## config.mk

```make
export PLATFORM = sky130hd
export DESIGN_NAME = mem_arbiter
export DESIGN_NICKNAME = d
export VERILOG_FILES = /design/src/rtl/mem_arbiter.sv
export SDC_FILE = /design/constraint.sdc
export NUM_CORES = 1
export LEC_CHECK = 0
export ABC_CLOCK_PERIOD_IN_PS = 1700
export CELL_PAD_IN_SITES_DETAIL_PLACEMENT = 0
export CELL_PAD_IN_SITES_GLOBAL_PLACEMENT = 1
export CORE_ASPECT_RATIO = 0.75
export CORE_UTILIZATION = 23
export CTS_CLUSTER_DIAMETER = 150
export CTS_CLUSTER_SIZE = 20
export DETAILED_ROUTE_END_ITERATION = 16
export GPL_ROUTABILITY_DRIVEN = 0
export PLACE_DENSITY_LB_ADDON = 0.1
export SYNTH_ARGS = -nofsm -noshare
export SYNTH_HDL_FRONTEND = slang
export SYNTH_SLANG_ARGS = --single-unit
```

## constraint.sdc

```tcl
create_clock -name clk_test -period 1.7 [get_ports clk_test]
set_input_delay 0.425 -clock clk_test [delete_from_list [all_inputs] [get_ports clk_test]]
set_output_delay 0.425 -clock clk_test [all_outputs]
set_load 0.005 [all_outputs]
```

## src/rtl/mem_arbiter.sv

```systemverilog
// Round-robin arbiter that gives NCORES cores access to one shared single-port memory.
// Only one transfer is in flight at a time; a transfer that is never acknowledged ends in a timeout.
module mem_arbiter #(
  parameter int NCORES  = 4,
  parameter int AW      = 16,
  parameter int DW      = 16,
  parameter int TIMEOUT = 15
) (
  input  logic                 clk_test,
  input  logic                 reset,
  input  logic [NCORES-1:0]    core_req,
  input  logic [NCORES-1:0]    core_we,
  input  logic [NCORES*AW-1:0] core_addr,
  input  logic [NCORES*DW-1:0] core_wdata,
  output logic [NCORES-1:0]    core_gnt,
  output logic [NCORES-1:0]    core_done,
  output logic                 core_err,
  output logic [DW-1:0]        core_rdata,
  output logic                 mem_en,
  output logic                 mem_we,
  output logic [AW-1:0]        mem_addr,
  output logic [DW-1:0]        mem_wdata,
  input  logic [DW-1:0]        mem_rdata,
  input  logic                 mem_ready,
  output logic [1:0]           o_dbg_state
);

  localparam int PW = (NCORES > 1) ? $clog2(NCORES) : 1;
  localparam int CW = $clog2(TIMEOUT + 1);

  typedef enum logic [1:0] {
    S_IDLE   = 2'd0,
    S_ACCESS = 2'd1,
    S_DONE   = 2'd2
  } state_t;

  state_t            r_state;
  state_t            w_next;
  logic [PW-1:0]     r_ptr;
  logic [PW-1:0]     r_win;
  logic [PW-1:0]     w_pick;
  logic [PW-1:0]     w_idx;
  logic [NCORES-1:0] w_pick_oh;
  logic              w_any;
  logic              w_timeout;
  logic [CW-1:0]     r_cnt;
  logic [NCORES-1:0] r_gnt;
  logic [NCORES-1:0] r_done;
  logic              r_err;
  logic [DW-1:0]     r_rdata;
  logic              r_mem_en;
  logic              r_mem_we;
  logic [AW-1:0]     r_mem_addr;
  logic [DW-1:0]     r_mem_wdata;

  // Scan upward from the round-robin pointer; the first requester found wins.
  always_comb begin
    w_any  = 1'b0;
    w_pick = '0;
    w_idx  = '0;
    for (int i = 0; i < NCORES; i++) begin
      w_idx = PW'((int'(r_ptr) + i) % NCORES);
      if (!w_any && core_req[w_idx]) begin
        w_any  = 1'b1;
        w_pick = w_idx;
      end
    end
  end

  assign w_pick_oh = {{(NCORES-1){1'b0}}, 1'b1} << w_pick;
  assign w_timeout = (r_cnt == CW'(TIMEOUT - 1));

  always_comb begin
    w_next = r_state;
    case (r_state)
      S_IDLE:   if (w_any) w_next = S_ACCESS;
      S_ACCESS: if (mem_ready || w_timeout) w_next = S_DONE;
      S_DONE:   w_next = S_IDLE;
      default:  w_next = S_IDLE;
    endcase
  end

  always_ff @(posedge clk_test) begin
    if (!reset) r_state <= S_IDLE;
    else        r_state <= w_next;
  end

  // Memory handshake: mem_en and the address/data/we bundle are held stable from the
  // first ACCESS cycle until the edge that samples mem_ready = 1 (or the timeout edge);
  // mem_rdata is only taken at that edge and only for reads.
  always_ff @(posedge clk_test) begin
    if (!reset) begin
      r_ptr       <= '0;
      r_win       <= '0;
      r_cnt       <= '0;
      r_gnt       <= '0;
      r_done      <= '0;
      r_err       <= 1'b0;
      r_rdata     <= '0;
      r_mem_en    <= 1'b0;
      r_mem_we    <= 1'b0;
      r_mem_addr  <= '0;
      r_mem_wdata <= '0;
    end else begin
      case (r_state)
        S_IDLE: begin
          if (w_any) begin
            r_win       <= w_pick;
            r_gnt       <= w_pick_oh;
            r_mem_en    <= 1'b1;
            r_mem_we    <= core_we[w_pick];
            r_mem_addr  <= core_addr[int'(w_pick)*AW +: AW];
            r_mem_wdata <= core_wdata[int'(w_pick)*DW +: DW];
            r_cnt       <= '0;
          end
        end
        S_ACCESS: begin
          if (mem_ready) begin
            r_mem_en <= 1'b0;
            r_done   <= r_gnt;
            r_err    <= 1'b0;
            if (!r_mem_we) r_rdata <= mem_rdata;
          end else if (w_timeout) begin
            r_mem_en <= 1'b0;
            r_done   <= r_gnt;
            r_err    <= 1'b1;
          end else begin
            r_cnt <= r_cnt + CW'(1);
          end
        end
        S_DONE: begin
          r_gnt  <= '0;
          r_done <= '0;
          r_ptr  <= PW'((int'(r_win) + 1) % NCORES);
        end
        default: begin
          r_gnt  <= '0;
          r_done <= '0;
        end
      endcase
    end
  end

  assign core_gnt    = r_gnt;
  assign core_done   = r_done;
  assign core_err    = r_err;
  assign core_rdata  = r_rdata;
  assign mem_en      = r_mem_en;
  assign mem_we      = r_mem_we;
  assign mem_addr    = r_mem_addr;
  assign mem_wdata   = r_mem_wdata;
  assign o_dbg_state = r_state;

endmodule

```

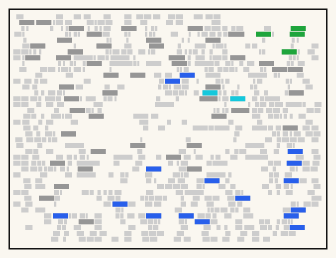
(images/flops_by_reg.png)
Other sequential cells in the stronger gray, the rest of the logic in the fainter gray.
legend:
  `mem_wdata`:
    color: blue
    sequential_cells: 16
  `core_done`:
    color: green
    sequential_cells: 4
    where: north-east
  `r_win`:
    color: cyan
    sequential_cells: 2
Reg area: 1391 um2
Seq. pwr: 1.83 mW

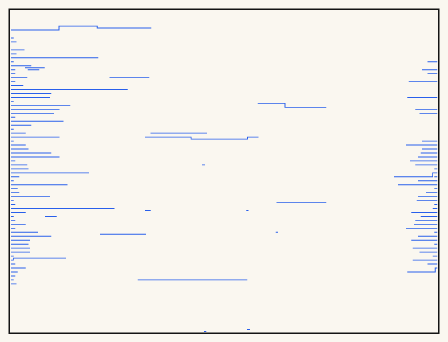
(images/layer_met3.png)
wire length on this layer: 947 um
main direction: horizontal
longest straight run: 39.8 um
nets with wire on the layer: 110
share of all routed wire: 6.7%
grt met3 use: 5.248%
via count: 4058
final wirelength: 14240 um

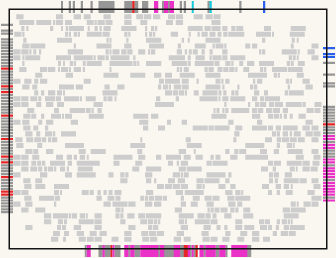
(images/io_placement.png)
Pins as bars across the die edge, other pins in gray.
legend:
  `o_dbg_state`:
    color: cyan
    pins: 2
    direction: output
    edge: north
  `core_wdata`:
    color: magenta
    pins: 64
    direction: input
    edge: 42 south, 16 east, 6 north
  `mem_addr`:
    color: red
    pins: 16
    direction: output
    edge: 10 west, 4 south, 1 north, 1 east
  `core_done`:
    color: blue
    pins: 4
    direction: output
    edge: 3 east, 1 north
all pins by edge: 75 south, 63 west, 40 east, 38 north
PortBufs: 215
Die Ht: 110.6 um
die width: 146.8 um

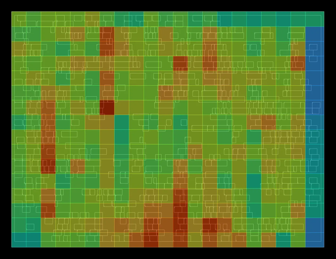
(images/congestion.png)
fin util: 43.83%
met2 Use GR: 27.71%
WL/cell: 16.09 um
overall routing resource usage: 17.62%

[kinds of logic after synthesis]
group | count (synthesis) | share of synthesized area (%)
AND-OR/OR-AND | 148 | 26.31
flip-flops | 69 | 38.21
XOR/XNOR | 2 | 0.4847
multiplexers | 34 | 9.415
buffers and inverters | 42 | 5.538
adder cells (fa/ha/maj) | 2 | 0.6922
AND/OR/NAND/NOR | 149 | 19.35
[flip-flops by register name, indices dropped and copies added (netlist names)]
signal and cells:
r_cnt 4, core_err 1, mem_we 1, o_dbg_state 2, core_gnt 4, mem_en 1, core_done 4, mem_wdata 16
mem_addr 16, r_win 2, r_ptr 2, core_rdata 16
[worst max-delay path, delay by kind of cell]
family / cells / cell delay [ns]
buffers and inverters: 2 / 0.54
AND-OR/OR-AND: 2 / 0.28
AND/OR/NAND/NOR: 2 / 0.63
==> results.yml <==
# implementation run metrics
power:
  switching_share_pct: 24.91
  p_comb_mw: 1.39
  clk-power_mw: 2.17
  peakVddDrop_mv: 0.5468
  intPower_mw: 4.051
  p_switching_mw: 1.344
  p_leak_nw: 2.570
  power.density_nw_per_um2: 806.0
  p_comb_share_pct: 25.7
  p_clk_share_pct: 40.3
sta:
  whs_ns: 0.4554
  final_hold_viol_count: 0
  finalSetupViolations: 0
  setup_slack_ns: 0.02170
  slew_viol_final: 0
  setup_tns_ns: 0
  grt_setup_unrepaired: "yes"
  fmax_ghz: 0.5958
  skew_ns: 0.005529
  fin_crit_sh_pct: 98.72
global_routing:
  grt_pass1_vias: 4060
  grt_pass1_wl_um: 22090
  grt_max_degree: 57
  busiest_layer: "met2"
  grt_overflow_total: 0
  grt.met1_usage_pct: 22.88
  antenna_found_initial: 1
worst_setup_path:
  end_kind: "flip-flop"
  cp.required_ns: 1.91
  critPathLaunchType: "primary input"
  r2r_start: "r_ptr[1]"
  critPathCapture: "mem_addr[4]"
  reg2regPathDepth: 6
  critPathMaxStageDelay_ns: 0.45
  crit_slowest_cell: "or3b_4"
  reg2reg_slack_ns: 0.03
  crit_type: "primary input to flip-flop"
clock_tree:
  worstSkewPairLatency_ns: 0.34
  cts.sinks: 69
  cts-root-buf: "clkbuf_16"
  cts_buffers: 9
  postCtsSetupBuffers: 0
  clkTransAtPathRegs_ns: 0.06
  cts_max_path_buffers: 2
drt:
  route.detailed.drc: 0
  vias_per_cell: 4.585
  drtIter0Drc: 148
  top_layer: "met4"
  wl_met1_um: 6771
  drt_first_pass_iters: 5
  dr_wl_met2_um: 6310
cells_and_area:
  buffer_area_share_pct: 38.65
  drive_gt1_share_pct: 11.93
  comb_share_pct: 31.38
  buffers: 254
  final_cells: 885
  clkbuf_count: 10
  fillers: 1507
  insertedDiodeCount: 1
  layout_top_cell: "clkdlybuf4s50_1"
  nNetsFinal: 831
die:
  fp.dieArea_um2: 16230
  boundaryPins: 216
  fp-row-count: 39
  core_area_um2: 15270
status:
  status: "complete, no violations"
synth:
  synthTopCellsByCount: "nand2_1, dfxtp_1, and3_1, mux2i_1, o211ai_1"
  yosysTopAreaCell: "dfxtp_1"
  syn_area_um2: 3615
  yosysWarnings: 0
  top_cells_by_area: "dfxtp_1, mux2i_1, nand2_1"
  ys_types: 37
  yosys.area.top_type_share_pct: 38.21
  ys_cells: 446
  fp_nets: 603
  edf_count: 0
  synthMostInstantiatedCell: "nand2_1"
  ys.flops: 69
  synth.avg_cell_area_um2: 8.105
  flop_cell: "dfxtp_1"
  ys_seq_share_pct: 38.21
placed_design:
  post-place-ws_ns: -0.5897
  placed_area_um2: 6217
  hpwl_um: 10510
  place_inst: 865
min_path:
  whs_path_depth: 2
  hold_path_class: "flip-flop to flip-flop"
  min_from: "core_rdata[11]"
  hold_path_end: "core_rdata[11]"
Power figures rest on the tool's default switching activity, not on a simulated workload.
